### Signal wires by layer, run 1

Bar = 20 microns.
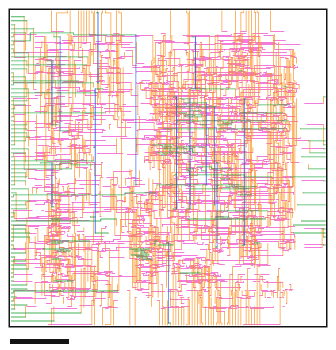
### Where the registers sit, run 1

Bar = 20 microns.
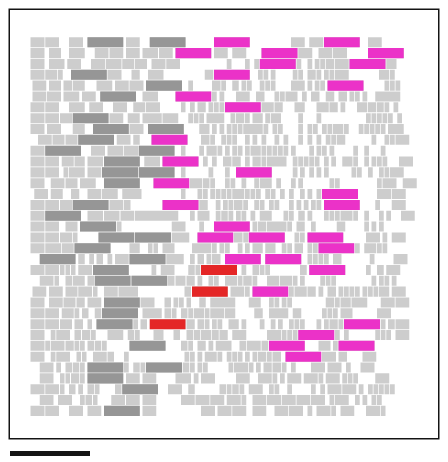
### Cells colored by class, run 1

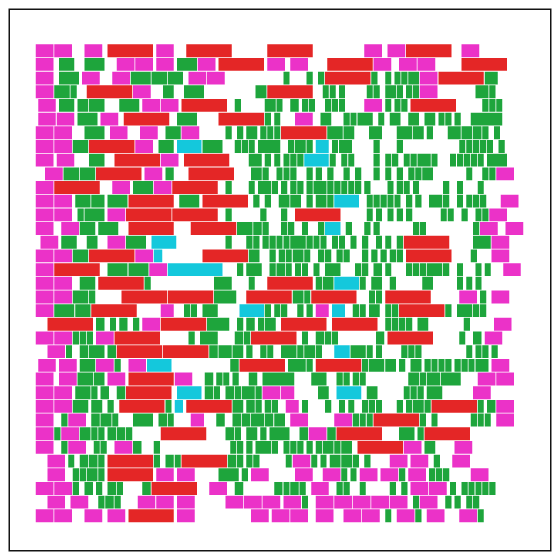
$ cat src/rtl/cpu_halt_monitor_pkg.sv
// -----------------------------------------------------------------------------
// cpu_halt_monitor_pkg
//
// Shared definitions for the CPU halt monitor and the benches that drive it:
//   - mon_state_t   : monitor state type plus its state constants
//   - STALL_LIMIT   : repeated-fetch count that counts as a hung CPU
//   - DEFAULT_RESET_VECTOR / DEFAULT_HALT_ADDR : default program bounds
//   - is_terminal() : true for the sticky end-of-run states
// -----------------------------------------------------------------------------
package cpu_halt_monitor_pkg;

  typedef logic [2:0] mon_state_t;

  localparam mon_state_t ST_IDLE          = 3'd0;
  localparam mon_state_t ST_RUN           = 3'd1;
  localparam mon_state_t ST_WAIT_INACTIVE = 3'd2;
  localparam mon_state_t ST_DONE_OK       = 3'd3;
  localparam mon_state_t ST_DONE_BAD      = 3'd4;
  localparam mon_state_t ST_TIMED_OUT     = 3'd5;
  localparam mon_state_t ST_FAULTED       = 3'd6;

  localparam int unsigned STALL_LIMIT = 64;

  localparam logic [31:0] DEFAULT_RESET_VECTOR = 32'hBFC0_0000;
  localparam logic [31:0] DEFAULT_HALT_ADDR    = 32'h0000_0000;

  function automatic logic is_terminal(input mon_state_t s);
    return (s == ST_DONE_OK) || (s == ST_DONE_BAD) || (s == ST_TIMED_OUT) || (s == ST_FAULTED);
  endfunction

endpackage

$ cat src/rtl/cpu_halt_monitor_sat_counter.sv
// -----------------------------------------------------------------------------
// sat_counter
//
// Up-counter with synchronous clear and saturation at all-ones (never wraps).
// count_next exposes the value the counter will take at the next edge so the
// owner can make decisions on the post-increment count in the same cycle.
//
// Ports:
//   clk        in   clock, rising edge
//   reset      in   asynchronous active-high reset, clears the count
//   clear      in   synchronous clear (wins over incr)
//   incr       in   increment by one this cycle (saturating)
//   count      out  current count
//   count_next out  value loaded at the next rising edge
// -----------------------------------------------------------------------------
module sat_counter #(
  parameter int unsigned WIDTH = 32
) (
  input  logic             clk,
  input  logic             reset,
  input  logic             clear,
  input  logic             incr,
  output logic [WIDTH-1:0] count,
  output logic [WIDTH-1:0] count_next
);

  always_comb begin
    count_next = count;
    if (clear) begin
      count_next = '0;
    end else if (incr && (count != {WIDTH{1'b1}})) begin
      count_next = count + WIDTH'(1);
    end
  end

  always_ff @(posedge clk or posedge reset) begin
    if (reset) begin
      count <= '0;
    end else begin
      count <= count_next;
    end
  end

endmodule

$ cat src/rtl/cpu_halt_monitor.sv
// -----------------------------------------------------------------------------
// cpu_halt_monitor
//
// Watches the status outputs of mips_cpu_harvard for one program run: the run
// must start at RESET_VECTOR, fetch HALT_ADDR to end, and drop active within
// GRACE_CYCLES afterwards. $v0 is captured on the edge active falls and is
// compared with expected_v0. The outcome is held in a sticky terminal state
// until reset.
//
// Build option:
//   CPU_HALT_MONITOR_STALL_CHECK_EN - when defined, a fetch address repeated
//   for STALL_LIMIT consecutive enabled cycles in RUN is reported as a fault.
//
// Ports:
//   clk           in   clock, rising edge
//   reset         in   asynchronous active-high reset
//   clk_enable    in   CPU clock enable; the monitor only advances when high
//   active        in   CPU active flag
//   instr_address in   CPU fetch address
//   register_v0   in   CPU $v0
//   expected_v0   in   required $v0 at halt (static during a run)
//   done          out  run finished (any terminal state)
//   pass          out  finished with captured $v0 == expected_v0
//   timeout       out  run or grace budget exhausted
//   fault         out  bad start, misaligned fetch, early inactive or stall
//   result_v0     out  $v0 captured when active fell
//   cycle_count   out  enabled cycles spent in RUN and WAIT_INACTIVE
// -----------------------------------------------------------------------------
module cpu_halt_monitor
  import cpu_halt_monitor_pkg::*;
#(
  parameter logic [31:0] RESET_VECTOR   = DEFAULT_RESET_VECTOR,
  parameter logic [31:0] HALT_ADDR      = DEFAULT_HALT_ADDR,
  parameter int unsigned TIMEOUT_CYCLES = 1000,
  parameter int unsigned GRACE_CYCLES   = 4
) (
  input  logic        clk,
  input  logic        reset,
  input  logic        clk_enable,
  input  logic        active,
  input  logic [31:0] instr_address,
  input  logic [31:0] register_v0,
  input  logic [31:0] expected_v0,
  output logic        done,
  output logic        pass,
  output logic        timeout,
  output logic        fault,
  output logic [31:0] result_v0,
  output logic [31:0] cycle_count
);

  localparam int unsigned GraceW = $clog2(GRACE_CYCLES + 1);

  mon_state_t  state_q, state_d;
  logic [31:0] result_q, result_d;

  logic              in_idle, in_run, in_wait;
  logic              start_ok, misaligned, halt_fetch;
  logic              cc_incr;
  logic [31:0]       cc_next;
  logic              grace_clr, grace_incr;
  logic [GraceW-1:0] grace, grace_next;
  logic              timeout_hit, grace_hit, stall_hit;

  assign in_idle    = (state_q == ST_IDLE);
  assign in_run     = (state_q == ST_RUN);
  assign in_wait    = (state_q == ST_WAIT_INACTIVE);
  assign start_ok   = active && (instr_address == RESET_VECTOR);
  assign misaligned = (instr_address[1:0] != 2'b00);
  assign halt_fetch = (instr_address == HALT_ADDR);

  // The IDLE->RUN edge counts as the first run cycle, so the count is 1 on entry.
  assign cc_incr = clk_enable && (in_run || in_wait || (in_idle && start_ok));

  sat_counter #(
    .WIDTH (32)
  ) u_cycle_cnt (
    .clk        (clk),
    .reset      (reset),
    .clear      (1'b0),
    .incr       (cc_incr),
    .count      (cycle_count),
    .count_next (cc_next)
  );

  assign grace_clr  = clk_enable && in_run && halt_fetch;
  assign grace_incr = clk_enable && in_wait;

  sat_counter #(
    .WIDTH (GraceW)
  ) u_grace_cnt (
    .clk        (clk),
    .reset      (reset),
    .clear      (grace_clr),
    .incr       (grace_incr),
    .count      (grace),
    .count_next (grace_next)
  );

  // Limits are judged on the post-increment count, so the timeout flag and
  // cycle_count == TIMEOUT_CYCLES become visible on the same edge.
  assign timeout_hit = (cc_next == TIMEOUT_CYCLES);
  assign grace_hit   = (grace_next == GraceW'(GRACE_CYCLES));

`ifdef CPU_HALT_MONITOR_STALL_CHECK_EN
  logic [31:0] prev_addr_q;
  logic [15:0] stall, stall_next;
  logic        addr_same;

  assign addr_same = (instr_address == prev_addr_q);

  always_ff @(posedge clk or posedge reset) begin
    if (reset) begin
      prev_addr_q <= '0;
    end else if (clk_enable) begin
      prev_addr_q <= instr_address;
    end
  end

  sat_counter #(
    .WIDTH (16)
  ) u_stall_cnt (
    .clk        (clk),
    .reset      (reset),
    .clear      (clk_enable && in_run && !addr_same),
    .incr       (clk_enable && in_run && addr_same),
    .count      (stall),
    .count_next (stall_next)
  );

  assign stall_hit = in_run && (stall_next == 16'(STALL_LIMIT));
`else
  assign stall_hit = 1'b0;
`endif

  always_comb begin
    state_d  = state_q;
    result_d = result_q;
    if (clk_enable) begin
      case (state_q)
        ST_IDLE: begin
          if (active) begin
            state_d = start_ok ? ST_RUN : ST_FAULTED;
          end
        end
        ST_RUN: begin
          // Fault beats halt beats timeout.
          if (!active || misaligned || stall_hit) begin
            state_d = ST_FAULTED;
          end else if (halt_fetch) begin
            state_d = ST_WAIT_INACTIVE;
          end else if (timeout_hit) begin
            state_d = ST_TIMED_OUT;
          end
        end
        ST_WAIT_INACTIVE: begin
          // Active falling wins over grace expiry on the same edge.
          if (!active) begin
            result_d = register_v0;
            state_d  = (register_v0 == expected_v0) ? ST_DONE_OK : ST_DONE_BAD;
          end else if (grace_hit) begin
            state_d = ST_TIMED_OUT;
          end
        end
        default: begin
          state_d = state_q;
        end
      endcase
    end
  end

  always_ff @(posedge clk or posedge reset) begin
    if (reset) begin
      state_q  <= ST_IDLE;
      result_q <= '0;
    end else begin
      state_q  <= state_d;
      result_q <= result_d;
    end
  end

  assign done      = is_terminal(state_q);
  assign pass      = (state_q == ST_DONE_OK);
  assign timeout   = (state_q == ST_TIMED_OUT);
  assign fault     = (state_q == ST_FAULTED);
  assign result_v0 = result_q;

endmodule

$ cat config.mk
export PLATFORM = sky130hd
export DESIGN_NAME = cpu_halt_monitor
export DESIGN_NICKNAME = d
export VERILOG_FILES = /design/src/rtl/cpu_halt_monitor_pkg.sv /design/src/rtl/cpu_halt_monitor_sat_counter.sv /design/src/rtl/cpu_halt_monitor.sv
export SDC_FILE = /design/constraint.sdc
export NUM_CORES = 1
export LEC_CHECK = 0
export ABC_AREA = 1
export CORE_MARGIN = 5
export CORE_UTILIZATION = 50
export DETAILED_ROUTE_END_ITERATION = 7
export MAX_ROUTING_LAYER = met4
export PLACE_DENSITY_LB_ADDON = 0.25
export SETUP_SLACK_MARGIN = 0.02
export SYNTH_ARGS = -nofsm -noshare
export SYNTH_HDL_FRONTEND = slang
export SYNTH_SLANG_ARGS = --single-unit
$ cat constraint.sdc
create_clock -name clk -period 4.4 [get_ports clk]
set_clock_uncertainty 0.05 [all_clocks]
set_input_delay 0.88 -clock clk [delete_from_list [all_inputs] [get_ports clk]]
set_output_delay 0.88 -clock clk [all_outputs]
set_load 0.005 [all_outputs]
==> summary.txt, run 1 <==
State of the implementation.

- The clock tree buffer depth is 2, for reference.
- Timing analysis after detailed placement gives a worst setup slack of 0.8751 ns.
- The report puts the hold buffer count at CTS at 0.
- The number of clock buffers added by TritonCTS is 9.
- Per the layout area report, the register area comes to 1752 sq um.
- Once detailed placement completed, the half-perimeter wirelength came to ~12 mm.
- Once synthesis finished, the tally of register bits stood at around 70.
- For this sky-water flow run, the detailed-routed wirelength per cell is reported as 15.42 microns.
- The run finished with clean final reports.
- The OpenROAD report gives the critical path a required time of 4.59 ns.
- Looking at hold timing, the worst path starts from result_v0[23].
- The worst setup slack for register-to-register paths is between 0.9 and 1 ns, for reference.
- The critical path start-end classification is flop to flop, for reference.
- The met3 routing resource usage after global routing is about 6%, for reference.
- Per the skew report, the later register of the worst-skew pair sees a clock latency of about 0.35 ns.
- At the end of the flow, the number of nets in the layout was approximately 930.
- STA classifies the critical path startpoint as a flop.
- The most critical min-delay path falls under flop to flop.
- The clock transition at the registers of the reported paths is about 0.08 ns, for reference.
- The slowest stage of the critical path belongs to the cell sky130_fd_sc_hd__nand3_4.
- Summed over all instances, the cell type with the most area after synthesis is sky130_fd_sc_hd__dfrtp_1.
- Per the CTS log, the root buffer master is sky130_fd_sc_hd__clkbuf_8.
- met2 track demand over resource after global routing is 45.17%.
- The cell count along the critical path is 18, for reference.
- The power after layout is around 1.3 mW, for reference.
- Looking at the gate-level netlist, the highest instance count belongs to sky130_fd_sc_hd__nand2_1.
- The number of I/O pins is around 170, for reference.
- In the final layout, the fill cell count is between 700 and 800.
- After its last routability iteration, the placer logged a weighted congestion of slightly below 1.
- The chip area in the Yosys report is roughly 4700 sq um, for reference.
## Picture notes: 'Signal wires by layer'
Key: magenta = M1 [wire length 5830 microns]; green = M3 [wire length 1250 microns]; blue = M4 [wire length 452 microns]; orange = M2 [wire length 7320 microns]

## Picture notes: 'Where the registers sit'
Key: red = state_q [flops 3]; magenta = u_cycle_cnt.count [flops 32]

## Picture notes: 'Cells colored by class'
Key: magenta = remaining buffers and delay cells [cells 172]; green = remaining logic cells [cells 577]; red = registers [cells 70]; cyan = clock drivers and dummy loads [cells 16]

[run 1: layout by cell type, fill, tap and decap left out, types with 2 or more instances in the layout]
master                              n
sky130_fd_sc_hd__nand2_1          230
sky130_fd_sc_hd__clkdlybuf4s50_1  167
sky130_fd_sc_hd__nor2_1            79
sky130_fd_sc_hd__inv_1             72
sky130_fd_sc_hd__dfrtp_1           70
sky130_fd_sc_hd__nand4_1           35
sky130_fd_sc_hd__xor2_1            25
sky130_fd_sc_hd__o21ai_0           21
sky130_fd_sc_hd__mux2_2            20
sky130_fd_sc_hd__nand3_1           18
sky130_fd_sc_hd__nand3b_1          13
sky130_fd_sc_hd__xnor2_1           11
sky130_fd_sc_hd__clkbuf_8           9
sky130_fd_sc_hd__nor4_1             8
sky130_fd_sc_hd__inv_2              7
sky130_fd_sc_hd__nor3_1             7
sky130_fd_sc_hd__buf_4              5
sky130_fd_sc_hd__nor2_4             3
sky130_fd_sc_hd__o22ai_1            3
sky130_fd_sc_hd__ha_1               3
sky130_fd_sc_hd__nand3_2            2
sky130_fd_sc_hd__nand3_4            2
sky130_fd_sc_hd__nand2_2            2
sky130_fd_sc_hd__mux2i_1            2
sky130_fd_sc_hd__a22o_1             2
sky130_fd_sc_hd__o21bai_1           2
sky130_fd_sc_hd__clkinv_2           2
sky130_fd_sc_hd__inv_6              2
sky130_fd_sc_hd__clkinvlp_4         2
[run 1: state kept, by name (all words and copies together) (netlist names)]
name               count
result_v0             32
state_q                3
u_cycle_cnt.count     32
u_grace_cnt.count      3
[run 1: cells by family (layout without fill, tap and decap cells)]
group,count (synthesis),count (layout),synth area share [%]
xor+xnor,36,36,6.651
compound gates,33,33,4.012
flops,70,70,36.95
simple gates,404,404,37.82
buf+inv,95,267,8.604
fa+ha+maj,3,3,0.7919
mux,22,22,5.173
[run 1: stage by stage]
stage,util [%],instances,hold slack (ns)
6_report,72.47,964,0.4495
5_1_grt,72.47,964,0.4650
4_1_cts,72.47,964,0.4572
3_5_place_dp,70.35,948,0.4352
3_3_place_gp,70.35,948,0.4183
2_1_floorplan,-,663,0.4263
[run 1: worst paths after layout]
path,end
setup reg to reg,state_q[0]
hold reg to reg,result_v0[23]
setup / recovery,state_q[0]
min in group asynchronous,result_v0[31]
hold / removal,result_v0[23]
max in group asynchronous,u_cycle_cnt.count[16]
[run 1: report_power, final]
part / total (mW) / leakage (nW) / internal [mW] / switching [mW]
Combinational: 0.158 / 2.11 / 0.100 / 0.0579
Clock: 0.528 / 0.0960 / 0.264 / 0.265
Sequential: 0.646 / 0.930 / 0.644 / 0.00193
Total: 1.33 / 3.14 / 1.01 / 0.324
[run 1: layout make-up]
class                   instances  area share [%]
well taps                     129           2.410
inverters                      79           4.428
clock buffers                   9           1.850
clock inverters                 7           1.084
repair buffers                172           25.52
multi-input cells             498           38.55
flip-flops and latches         70           26.16
[run 1: layer usage]
layer	routed length (microns)	share of wire, %
met5	0	0
met4	452	3.0
met3	1253	8.4
met2	7322	49
met1	5832	39
==> run 2: changes to the inputs <==
CORE_UTILIZATION = 46   (was 50)
clock period = 3.4 ns   (was 4.4 ns; I/O delays follow)
==> run 2 against run 1 <==
  * Via count shrank 0.26%
  * First-iteration DRC count shrank 7.5%
  * Maximum frequency grew 12%
  * Sequential share of layout area shrank 0.16 points
  * Sequential power grew 29%
==> summary.txt, run 2 <==
State of the implementation.

- The post-route met1 wirelength came to 5.831 mm (was 5.832 mm).
- The weighted congestion reported at the end of routability-driven placement is 0.9393 (was 0.9750), for reference.
- The routed wire length on met2 is 7.201 mm (was 7.322 mm).
- The per-cell routed wire length came to 15.30 microns (was 15.42 microns).
- The buffer type at the clock tree root was sky130_fd_sc_hd__clkbuf_8 (unchanged).
- Most frequently placed logic cells in the final layout: sky130_fd_sc_hd__nand2_1, sky130_fd_sc_hd__clkdlybuf4s50_1, sky130_fd_sc_hd__nor2_1, sky130_fd_sc_hd__inv_1, sky130_fd_sc_hd__dfrtp_1 (unchanged).
- The largest family of logic cells by area is simple AND/OR/NAND/NOR gates (unchanged), for reference.
- The number of inserted filler cells in the final layout was 868 (was 758).
- The power after layout is 1.683 mW (was 1.332 mW), for reference.
- Result of the run: completed (unchanged).
- The area fraction in full adders, half adders and majority gates is 0.7918% (unchanged), for reference.
- The worst-case hold path end point is result_v0[21] (was result_v0[23]), for reference.
- The leading cell type by number of instances after synthesis is sky130_fd_sc_hd__nand2_1 (unchanged), for reference.
- The data required time at the worst endpoint is 3.58 ns (was 4.59 ns), for reference.
- The share of synthesized area spent on multiplexers is 5.173% (unchanged), for reference.
- The worst flop-to-flop path endpoint is state_q[0] (unchanged), for reference.
- The number of nets at the end of the flow is 937 (was 933), for reference.
- The area fraction in compound gates was 4.012% (unchanged).
- The HPWL after detailed placement is 11.96 mm (was 11.84 mm), for reference.
- The highest signal layer in the routed design is met4 (unchanged).
- The flop and latch count out of synthesis is 70 (unchanged).
- The area taken by flip-flops and latches is 1752 sq um (unchanged).
-- run 2: cell types whose count changed in the layout (fill, tap and decap cells not counted), sizes merged --
cell      delta
buf          +4
bufinv       -1
clkbuf       +3
clkinv       -1
clkinvlp     +1
inv          -2
-- run 2: kinds of logic (layout without fill, tap and decap cells) --
logic type | Yosys count | in the layout
buffers and inverters | 95 | 271
DFF | 70 | 70
and+or+nand+nor | 404 | 404
xor gates and xnor gates | 36 | 36
AOI/OAI and AO/OA | 33 | 33
adders and majority gates | 3 | 3
muxes | 22 | 22
-- run 2: critical path: cells and delay by family (launching register included) --
family	cells	cell delay (ns)
fa+ha+maj	1	0.24
buf+inv	1	0.22
flops	1	0.50
simple gates	17	1.90
-- run 2: area by class of cell --
cell class | count | share of cell area (%)
Clock inverter | 4 | 0.4643
Tap cell | 136 | 2.526
Clock buffer | 12 | 2.303
Inverter | 79 | 4.401
Sequential cell | 70 | 26.00
Timing Repair Buffer | 176 | 26.00
Multi-Input combinational cell | 498 | 38.31
-- run 2: where the power goes --
group | leakage (nW) | total (mW) | switching (mW) | internal (mW)
combinational | 2.13 | 0.207 | 0.0755 | 0.132
clock | 0.0848 | 0.641 | 0.334 | 0.306
sequential | 0.930 | 0.835 | 0.00226 | 0.833
total | 3.15 | 1.68 | 0.412 | 1.27
-- run 2: worst max-delay path by stage --
stage	from	to	slack, ns	cells after the start
floorplan	reset	result_v0[0]	0.90	1
global placement	active	state_q[1]	0.27	19
detailed placement	instr_address[31]	state_q[0]	0.20	19
CTS	u_cycle_cnt.count[0]	state_q[0]	0.34	19
global route	u_cycle_cnt.count[0]	state_q[1]	0.05	19
finish	u_cycle_cnt.count[0]	state_q[0]	0.35	19
-- run 2: layer usage --
metal,up-vias,track usage (%)
met3,36,7.554
li1,2475,-
met1,2294,28.75
met4,0,7.705
met5,-,-
met2,226,40.97
-- run 2: per-stage QoR --
| step | hold slack [ns] | instances | setup slack [ns] | util (%) |
|---|---|---|---|---|
| after global placement | 0.4156 | 959 | 0.2722 | 64.32 |
| after CTS | 0.4420 | 975 | 0.3377 | 66.15 |
| after global routing | 0.4581 | 975 | 0.04594 | 66.15 |
| after floorplan | 0.4263 | 663 | 0.9018 | - |
| final | 0.4316 | 975 | 0.3536 | 66.15 |
| after detailed placement | 0.4245 | 959 | 0.1977 | 64.32 |
### Routing congestion, run 2

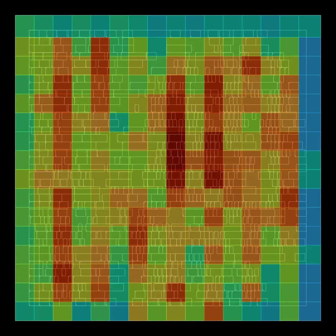
met3 track demand over resource in global routing: 7.554%
global routing met1 resource utilization: 28.75%
gr usage total: 24.68%
core utilization of the finished layout: 66.15%

### Wiring heat map, run 2

Bar = 20 microns. 22 x 22 tiles, from dark blue (low) to red (high), scaled to the fullest tile. Values are wire area over tile area, all layers added.
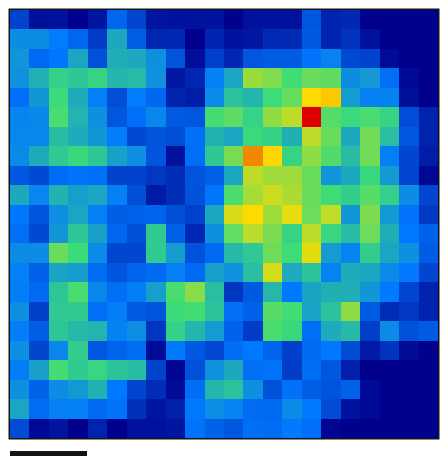
The mean over all tiles is 0.20. 8.1% of the tiles are nearly empty. The emptiest ninth of the die: lower right. The fullest tile reaches 0.73.

No activity file was given, so power comes from the tool's default toggle rates.
